`src/rtl/cordic16s_sched.sv`:
```
// Job scheduler for the 16-bit serial CORDIC: sample FIFO, NCO phase for rotate jobs,
// load/rdy handshake and result capture. Define CSCHED_WATCHDOG_EN to enable the rdy watchdog.
module cordic16s_sched #(
    parameter int AW  = 2,
    parameter int TMO = 31
) (
    input  logic        clk,
    input  logic        rst,
    input  logic [15:0] din_i,
    input  logic [15:0] din_q,
    input  logic        din_mode,
    input  logic        din_stb,
    input  logic [15:0] freq,
    input  logic        ovf_clr,
    output logic [15:0] cx,
    output logic [15:0] cy,
    output logic [15:0] cz,
    output logic        cmode,
    output logic        cload,
    input  logic [15:0] cxo,
    input  logic [15:0] cyo,
    input  logic [15:0] czo,
    input  logic        crdy,
    input  logic        cmo,
    output logic [15:0] dout_x,
    output logic [15:0] dout_y,
    output logic [15:0] dout_z,
    output logic        dout_mode,
    output logic        dout_stb,
    output logic        busy,
    output logic        ovf,
    output logic        err
);
    localparam int DEPTH = 1 << AW;

    // The watchdog counter is 5 bits and the engine needs at least 20 clocks.
    if (TMO <= 20 || TMO > 32) begin : g_bad_tmo
        $error("cordic16s_sched: TMO must be in 21..32");
    end

    typedef enum logic [1:0] {IDLE, LOAD, WAIT} state_t;
    state_t state, state_nx;

    logic [32:0]   mem [DEPTH];
    logic [AW-1:0] wptr, rptr;
    logic [AW:0]   cnt;
    logic [32:0]   cur;
    logic [15:0]   acc;
    logic          empty, full, pop, push, drop, cap, tmo;

    assign empty = (cnt == '0);
    assign full  = (cnt == (AW+1)'(DEPTH));
    assign pop   = (state == IDLE) && !empty;
    // A full FIFO still accepts a sample when the head leaves in the same clock.
    assign push  = din_stb && (!full || pop);
    assign drop  = din_stb && full && !pop;
    assign busy  = (state != IDLE) || !empty;

    always_ff @(posedge clk) begin
        if (push) mem[wptr] <= {din_mode, din_i, din_q};
    end

    always_ff @(posedge clk or posedge rst) begin
        if (rst) begin
            wptr <= '0;
            rptr <= '0;
            cnt  <= '0;
            cur  <= '0;
            ovf  <= 1'b0;
        end else begin
            if (push) wptr <= wptr + 1'b1;
            if (pop) begin
                rptr <= rptr + 1'b1;
                cur  <= mem[rptr];
            end
            cnt <= cnt + (AW+1)'(push) - (AW+1)'(pop);
            if (drop)         ovf <= 1'b1;
            else if (ovf_clr) ovf <= 1'b0;
        end
    end

`ifdef CSCHED_WATCHDOG_EN
    logic [4:0] wcnt;

    always_ff @(posedge clk or posedge rst) begin
        if (rst) begin
            wcnt <= '0;
            err  <= 1'b0;
        end else begin
            wcnt <= (state == WAIT) ? wcnt + 5'd1 : 5'd0;
            if (tmo) err <= 1'b1;
        end
    end
`else
    assign err = 1'b0;
`endif

    always_ff @(posedge clk or posedge rst) begin
        if (rst) state <= IDLE;
        else     state <= state_nx;
    end

    always_comb begin
        state_nx = state;
        cap      = 1'b0;
        tmo      = 1'b0;
        case (state)
            IDLE: if (!empty) state_nx = LOAD;
            LOAD: state_nx = WAIT;
            WAIT: begin
                if (crdy) begin
                    cap      = 1'b1;
                    state_nx = IDLE;
                end
`ifdef CSCHED_WATCHDOG_EN
                // The counter would reach TMO on this edge: give up on the job.
                else if (wcnt == 5'(TMO - 1)) begin
                    tmo      = 1'b1;
                    state_nx = IDLE;
                end
`endif
            end
            default: state_nx = IDLE;
        endcase
    end

    always_ff @(posedge clk or posedge rst) begin
        if (rst) begin
            cx        <= '0;
            cy        <= '0;
            cz        <= '0;
            cmode     <= 1'b0;
            cload     <= 1'b0;
            acc       <= '0;
            dout_x    <= '0;
            dout_y    <= '0;
            dout_z    <= '0;
            dout_mode <= 1'b0;
            dout_stb  <= 1'b0;
        end else begin
            cload    <= (state == LOAD);
            dout_stb <= cap;
            if (state == LOAD) begin
                cx    <= cur[31:16];
                cy    <= cur[15:0];
                cmode <= cur[32];
                cz    <= cur[32] ? acc : 16'd0;
                if (cur[32]) acc <= acc + freq;
            end
            if (cap) begin
                dout_x    <= cxo;
                dout_y    <= cyo;
                dout_z    <= czo;
                dout_mode <= cmo;
            end
        end
    end
endmodule

```
`config.mk`:
```
export PLATFORM = sky130hd
export DESIGN_NAME = cordic16s_sched
export DESIGN_NICKNAME = d
export VERILOG_FILES = /design/src/rtl/cordic16s_sched.sv
export SDC_FILE = /design/constraint.sdc
export NUM_CORES = 1
export LEC_CHECK = 0
export CAP_MARGIN = 20
export CORE_MARGIN = 2
export CORE_UTILIZATION = 45
export CTS_BUF_LIST = sky130_fd_sc_hd__clkbuf_8
export DETAILED_ROUTE_END_ITERATION = 10
export GPL_TIMING_DRIVEN = 0
export PLACE_DENSITY = 0.7
export SYNTH_ARGS = -nofsm -noshare
export SYNTH_HDL_FRONTEND = slang
export SYNTH_SLANG_ARGS = --single-unit
```
`constraint.sdc`:
```
create_clock -name clk -period 5.9 [get_ports clk]
set_clock_uncertainty 0.15 [all_clocks]
set_input_delay 0.885 -clock clk [delete_from_list [all_inputs] [get_ports clk]]
set_output_delay 0.885 -clock clk [all_outputs]
set_load 0.01 [all_outputs]
```
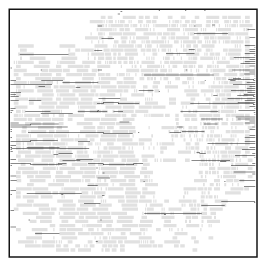
run_1/layer_met3.png
(1.5 px per um)
nets with wire on the layer: 120
wire length on this layer: 1500 um
main direction: horizontal
share of all routed wire: 6.0%

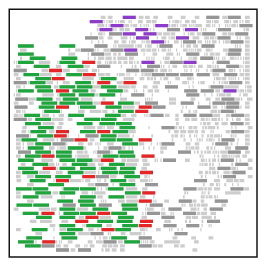
run_1/flops_by_reg.png
(1.5 px per um) Other sequential cells in the stronger gray, the rest of the logic in the fainter gray.
| netlist name | color | placed flops |
|---|---|---|
| cur | red | 33 |
| dout_y | purple | 16 |
| mem | green | 132 |

==> impl_metrics.json, run 1 <==
{
  "maxCapViolCount": 0,
  "synthToLayoutAreaGrowth_pct": 30.6,
  "hold_path_class": "flop to flop",
  "dp_hpwl_um": 16700,
  "dp.cells": 1395,
  "chipWidth_um": 164,
  "grt_max_degree": 97,
  "clock_latency_ns": 0.56,
  "r2r_slack_ns": 3.22,
  "largest_reg_flops": 132,
  "drv_slew": 0,
  "numSynthFlops": 291,
  "hold_path_end": "cz[10]",
  "r2r-end": "cnt[1]",
  "avgSynthCellArea_um2": 13.4,
  "port_buffers": 204,
  "cp-end-kind": "output port",
  "top_regs": "mem (132), cur (33)",
  "antenna_found_initial": 1,
  "grt_pass1_vias": 7423,
  "cp.depth": 3,
  "cpPeakStageDelay_ns": 0.52,
  "grt-ovfl-total": 0,
  "wirelength_um": 25100,
  "min_period_ns": 3.00,
  "vias": 7253,
  "r2r_start": "state[1]",
  "grt_pass1_wl_um": 39000,
  "syn_nets": 985,
  "crit_family": "buffers and inverters",
  "grt.busiest_layer": "met2",
  "drive_gt1_share_pct": 14.3,
  "setup.worst_path.end": "busy",
  "logic_area_um2": 3360,
  "p_sw_uw": 2630,
  "yosys-top-cells-count": "nand2_1, dfrtp_1, edfxtp_1",
  "grtUsageMet3_pct": 4.09,
  "die-area_um2": 26900,
  "ir_worst_vdd_uv": 260,
  "root_buffer": "clkbuf_8",
  "place.gp.congestion": 0.823,
  "ys_seq_share_pct": 68.9,
  "most_common_cell": "nand2_1",
  "io_pins": 206,
  "worstMarginPinSlew_ns": 0.916,
  "share_seq_of_total_power_pct": 39.6,
  "top_cells_by_area": "dfrtp_1, edfxtp_1, nand2_1",
  "enable_flop_cells": 132,
  "ys.warnings.count": 0,
  "switching_share_pct": 32.8,
  "netlist_area_um2": 11500,
  "path_clk_slew_ns": 0.06,
  "ctsResizeCount": 0,
  "ys_cells": 859,
  "cts_setup_buffers": 0,
  "routed_via_density": 4.89,
  "drtAntennaViolNets": 0,
  "regArea_um2": 7940,
  "regMostFlops": "mem",
  "diodes": 0,
  "hold_viol": 0,
  "cts_tree": "built",
  "drc": 0,
  "top_area_share_pct": 34.5,
  "cts_max_level": 2,
  "critPathKind": "flop to output port",
  "internal-power_uw": 5390,
  "crit_path_start": "cnt[2]",
  "synthFlopType": "dfrtp_1",
  "slew_headroom_pct": 38.9,
  "place_ws_ns": 2.46,
  "dieHeight_um": 164,
  "fp_util_pct": 45.8,
  "cts_buffer_depth": 3,
  "hp-start": "cz[10]",
  "gr-usage-all-layers_pct": 18.6,
  "synth_chip_area_um2": 11500,
  "warnings": 29,
  "finalWorstSetupSlack_ns": 2.90,
  "worst_ep_arrival_time_ns": 1.96,
  "timing.fmax_ghz": 0.334,
  "cts_buffers": 47,
  "use_met2_pct": 32.0,
  "rsz0062_at_grt": "no",
  "yosysTopAreaCell": "dfrtp_1",
  "final.fill_count": 1996,
  "p_clk_share_pct": 22.7,
  "core-area_um2": 25200,
  "p_comb_share_pct": 37.7,
  "r2r_cells": 6,
  "layout_top_cell": "nand2_1",
  "hold_path_depth": 2,
  "path_max_fanout": 3,
  "grt.met1_usage_pct": 23.6,
  "drt_iter0_markers": 382,
  "synth.distinct_cells": 49,
  "final_nets": 1240,
  "fin_crit_sh_pct": 50.8,
  "power_density_nw_per_um2": 532,
  "first_pass_iters": 7,
  "wire_per_inst_um": 16.9,
  "layout_top_cells": "nand2_1, clkdlybuf4s50_1, dfrtp_1, edfxtp_1, clkbuf_8",
  "path_cells": "nor3_1, nand2_1, clkdlybuf4s50_1",
  "cp.buffers_inverters": 1,
  "rows": 58,
  "outcome": "completed",
  "slowest_stage": "clkdlybuf4s50_1",
  "startpoint_type": "flop",
  "synth_cells": 859,
  "holdBufCountCts": 0,
  "synthArstFlopShare_pct": 54.6,
  "clock-sinks": 291,
  "setup_viol": 0,
  "fin_cells": 1482,
  "p_leak_uw": 0.00635,
  "cp.required_ns": 4.87
}
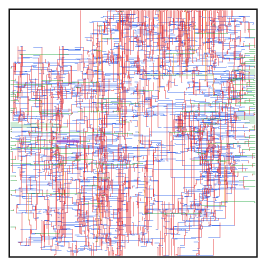
run_1/wires.png
(1.5 px per um)
| layer | color | wire length |
|---|---|---|
| metal 4 | orange | 560 um |
| metal 1 | blue | 10500 um |
| metal 3 | green | 1500 um |
| metal 5 | purple | 13.8 um |
| metal 2 | red | 12500 um |

[run 1: layer usage]
layer / routed length, um / part of all wire, %
met2: 12500 / 50
met5: 13 / 0.052
met1: 10500 / 42
met3: 1500 / 6.0
met4: 559 / 2.2
[run 1: cells by family (layout without fill, tap and decap cells)]
family                     after synthesis  after routing  share of synthesized area, %
buffers and inverters                   52            345                          2.04
adders and majority gates               23             23                          2.63
muxes                                   68             68                          9.86
other                                    1              1                        0.0325
xor gates and xnor gates                18             18                          1.37
AOI/OAI and AO/OA                       59             59                          3.27
DFF                                    291            291                          68.9
and+or+nand+nor                        347            347                          11.9
[run 1: cell type report]
| class | instances | share of cell area (%) |
|---|---|---|
| flip-flops and latches | 291 | 52.7 |
| multi-input cells | 516 | 22.3 |
| repair buffers | 206 | 13.9 |
| clock buffers | 58 | 5.30 |
| well taps | 330 | 2.74 |
| clock inverters | 29 | 1.45 |
| plain buffers | 39 | 1.23 |
| inverters | 13 | 0.382 |
[run 1: stage by stage]
step / utilization (%) / setup TNS (ns) / area [um^2] / total power, uW / hold slack, ns
after CTS: 59.8 / 0 / 15100 / 8130 / 0.319
after detailed placement: 55.8 / 0 / 14000 / 6290 / 0.302
final: 59.8 / 0 / 15100 / 8010 / 0.312
after floorplan: - / 0 / 11500 / 5010 / 0.285
after global placement: 55.5 / -314.40 / 14000 / 6190 / 0.295
after global routing: 59.8 / 0 / 15100 / 8540 / 0.335
[run 1: power groups by stage]
stage / Sequential (uW) / Clock [uW] / Combinational (uW)
after global routing: 3250 / 1960 / 3330
final: 3180 / 1820 / 3020
after detailed placement: 3220 / 0 / 3070
after global placement: 3200 / 0 / 2990
after CTS: 3180 / 1860 / 3080
after floorplan: 3300 / 0 / 1710
run_1/clk_routes.png
(2 px per um)
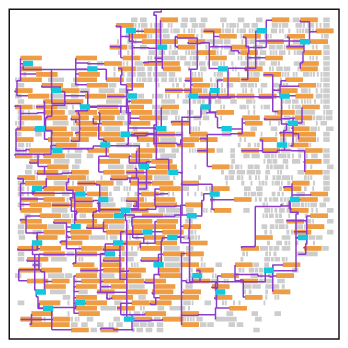

==> run 1 -> run 2 <==
==> constraint.sdc (replaced) <==
create_clock -name clk -period 3.1 [get_ports clk]
set_clock_uncertainty 0.15 [all_clocks]
set_input_delay 0.465 -clock clk [delete_from_list [all_inputs] [get_ports clk]]
set_output_delay 0.465 -clock clk [all_outputs]
set_load 0.01 [all_outputs]
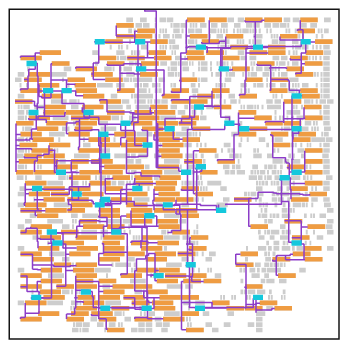
run_2/clk_routes.png
(2 px per um)
[clock wires] purple | length: 3630 um
[clock drivers] cyan | count: 47
[flip-flops] orange | count: 291
flops lie: widely spread

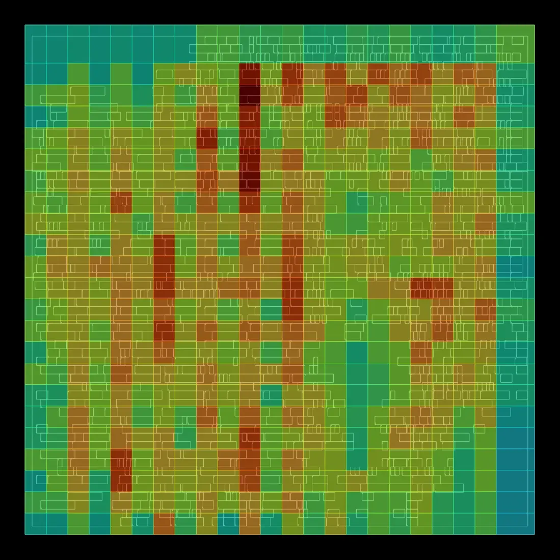
run_2/congestion.png
GRT Util Overall: 19.4%
met3 usage: 3.61%

==> impl_metrics.json, run 2 <==
{
  "outcome": "completed",
  "ys_cells": 859,
  "setup_viol": 0,
  "simple_gate_share_pct": 11.9,
  "post-route-util_pct": 59.8,
  "place.gp.congestion": 0.819,
  "wire_per_inst_um": 17.2,
  "dp.cells": 1399,
  "layout_top_cell": "nand2_1",
  "yosys-top-cells-count": "nand2_1, dfrtp_1, edfxtp_1",
  "power_density_nw_per_um2": 998,
  "drtAntennaViolNets": 0,
  "drc": 0,
  "hold_ws_ns": 0.201,
  "slew_headroom_pct": 36.3,
  "startpoint_type": "flop",
  "stdcell_area_um2": 15100,
  "fp_util_pct": 45.8,
  "ys_sh_aoi_pct": 3.27,
  "yosysTopAreaCell": "dfrtp_1",
  "dp_hpwl_um": 17600,
  "cp.buffers_inverters": 2,
  "grt_max_degree": 41,
  "top_cells_by_area": "dfrtp_1, edfxtp_1, nand2_1",
  "synthFlopType": "dfrtp_1",
  "use_met2_pct": 33.8,
  "worst_ep_arrival_time_ns": 2.94,
  "synth-xor-area-share_pct": 1.37,
  "die-area_um2": 26900,
  "drive_gt1_share_pct": 14.3,
  "final_nets": 1244,
  "place_ws_ns": 0.115,
  "place_area_um2": 14100,
  "root_buffer": "clkbuf_8",
  "p_clk_share_pct": 21.2,
  "share_seq_of_total_power_pct": 40.2,
  "path_max_fanout": 10,
  "drv_slew": 0,
  "finalWorstSetupSlack_ns": 0.448,
  "vias": 7315,
  "grt_pass1_wl_um": 40500,
  "cts_setup_buffers": 0,
  "slowest_stage": "nor3_2",
  "cpPeakStageDelay_ns": 0.73,
  "critPathKind": "flop to flop",
  "hold_viol": 0,
  "p_comb_share_pct": 38.6,
  "clock_latency_ns": 0.56,
  "grt.busiest_layer": "met2",
  "syn_nets": 985,
  "grt_pass1_vias": 7677,
  "worstMarginPinSlew_ns": 0.956,
  "hold_path_class": "input pin to asynchronous set/reset pin",
  "cts_buffers": 47,
  "rows": 58,
  "path_clk_slew_ns": 0.06,
  "regMostFlops": "mem",
  "ctsResizeCount": 0,
  "maxCapViolCount": 0,
  "fin_crit_sh_pct": 85.6,
  "routed_via_density": 4.92,
  "crit_top_cell": "ha_1",
  "crit_family": "simple AND/OR/NAND/NOR gates",
  "core-area_um2": 25200,
  "first_pass_iters": 4,
  "timing.fmax_ghz": 0.377,
  "p_leak_uw": 0.00640,
  "clock-sinks": 291,
  "cp.required_ns": 3.39,
  "cts_max_level": 2,
  "chipWidth_um": 164,
  "avgSynthCellArea_um2": 13.4,
  "cts_tree": "built",
  "top_logic_kind": "simple AND/OR/NAND/NOR gates",
  "internal-power_uw": 10000,
  "path_cells": "nor3_2, buf_4, ha_1, inv_1, ha_1, fa_1, xnor2_1",
  "p_sw_uw": 5010,
  "rsz0062_at_grt": "no",
  "warnings": 29,
  "largest_reg_flops": 132,
  "drt_iter0_markers": 437,
  "synth_chip_area_um2": 11500,
  "finalPower_uw": 15000,
  "dieHeight_um": 164,
  "synth_cells": 859,
  "ys.warnings.count": 0,
  "switching_share_pct": 33.3,
  "grt-ovfl-total": 0,
  "antenna_found_initial": 1,
  "r2r-end": "cnt[2]",
  "layout_top_cells": "nand2_1, clkdlybuf4s50_1, dfrtp_1, edfxtp_1, clkbuf_8",
  "cts_buffer_depth": 3,
  "netlist_area_um2": 11500,
  "most_common_cell": "nand2_1",
  "io_pins": 206,
  "r2r_start": "state[1]",
  "min_period_ns": 2.65,
  "mux_area_share_pct": 9.86,
  "r2r_slack_ns": 0.45,
  "enable_flop_cells": 132,
  "synth.distinct_cells": 49,
  "grt.met1_usage_pct": 24.7,
  "fin_cells": 1487,
  "numSynthFlops": 291,
  "top_regs": "mem (132), cur (33)",
  "cp-end-kind": "flop",
  "ir_worst_vdd_uv": 580,
  "cp.depth": 7,
  "adder_share_pct": 2.63,
  "synthToLayoutAreaGrowth_pct": 30.6,
  "tns_ns": 0,
  "holdBufCountCts": 0,
  "ys_seq_share_pct": 68.9,
  "synthArstFlopShare_pct": 54.6,
  "r2r_cells": 7,
  "top_area_share_pct": 34.5,
  "wirelength_um": 25600,
  "port_buffers": 204
}
run 2: cell types whose count changed in the layout (fill, tap and decap cells not counted), sizes merged:
cell and change:
buf +4, bufinv -3, clkinv -10, diode +1
inv +13
run 2: logic make-up (layout without fill, tap and decap cells):
logic type / count (synthesis) / after routing
DFF: 291 / 291
and+or+nand+nor: 347 / 347
adders and majority gates: 23 / 23
buffers and inverters: 52 / 349
AOI/OAI and AO/OA: 59 / 59
xor gates and xnor gates: 18 / 18
other: 1 / 2
muxes: 68 / 68
run 2: per-layer routing:
layer	vias up	routed length (um)	part of all wire, %
met4	0	638	2.5
met3	40	1310	5.1
met1	3588	10600	41
met5	-	0	0
li1	3510	-	-
met2	177	13100	51
run 2: how the worst max path moves through the flow:
stage	start	endpoint	slack [ns]
2_1_floorplan	rst	acc[0]	0.47
6_report	state[1]	cnt[2]	0.45
3_3_place_gp	rst	cx[2]	-1.09
5_1_grt	cnt[1]	cnt[2]	0.27
3_5_place_dp	freq[0]	acc[12]	0.12
4_1_cts	state[1]	cnt[2]	0.38
run 2: power groups by stage:
| stage | combinational [uW] | clock (uW) | sequential [uW] |
|---|---|---|---|
| 2_1_floorplan | 3260 | 0 | 6280 |
| 3_3_place_gp | 5710 | 0 | 6080 |
| 3_5_place_dp | 5900 | 0 | 6130 |
| 4_1_cts | 5920 | 3280 | 6060 |
| 5_1_grt | 6420 | 3470 | 6210 |
| 6_report | 5800 | 3190 | 6050 |
run 2: area by class of cell:
class	count	area, um^2
Antenna cell	1	2.50
Buffer	39	185
Inverter	13	53.8
Clock buffer	58	798
Sequential cell	291	7940
Timing Repair Buffer	210	2180
Fill cell	2003	10100
Clock inverter	29	133
Multi-Input combinational cell	516	3360
Tap cell	330	413
No activity file was given, so power comes from the tool's default toggle rates.
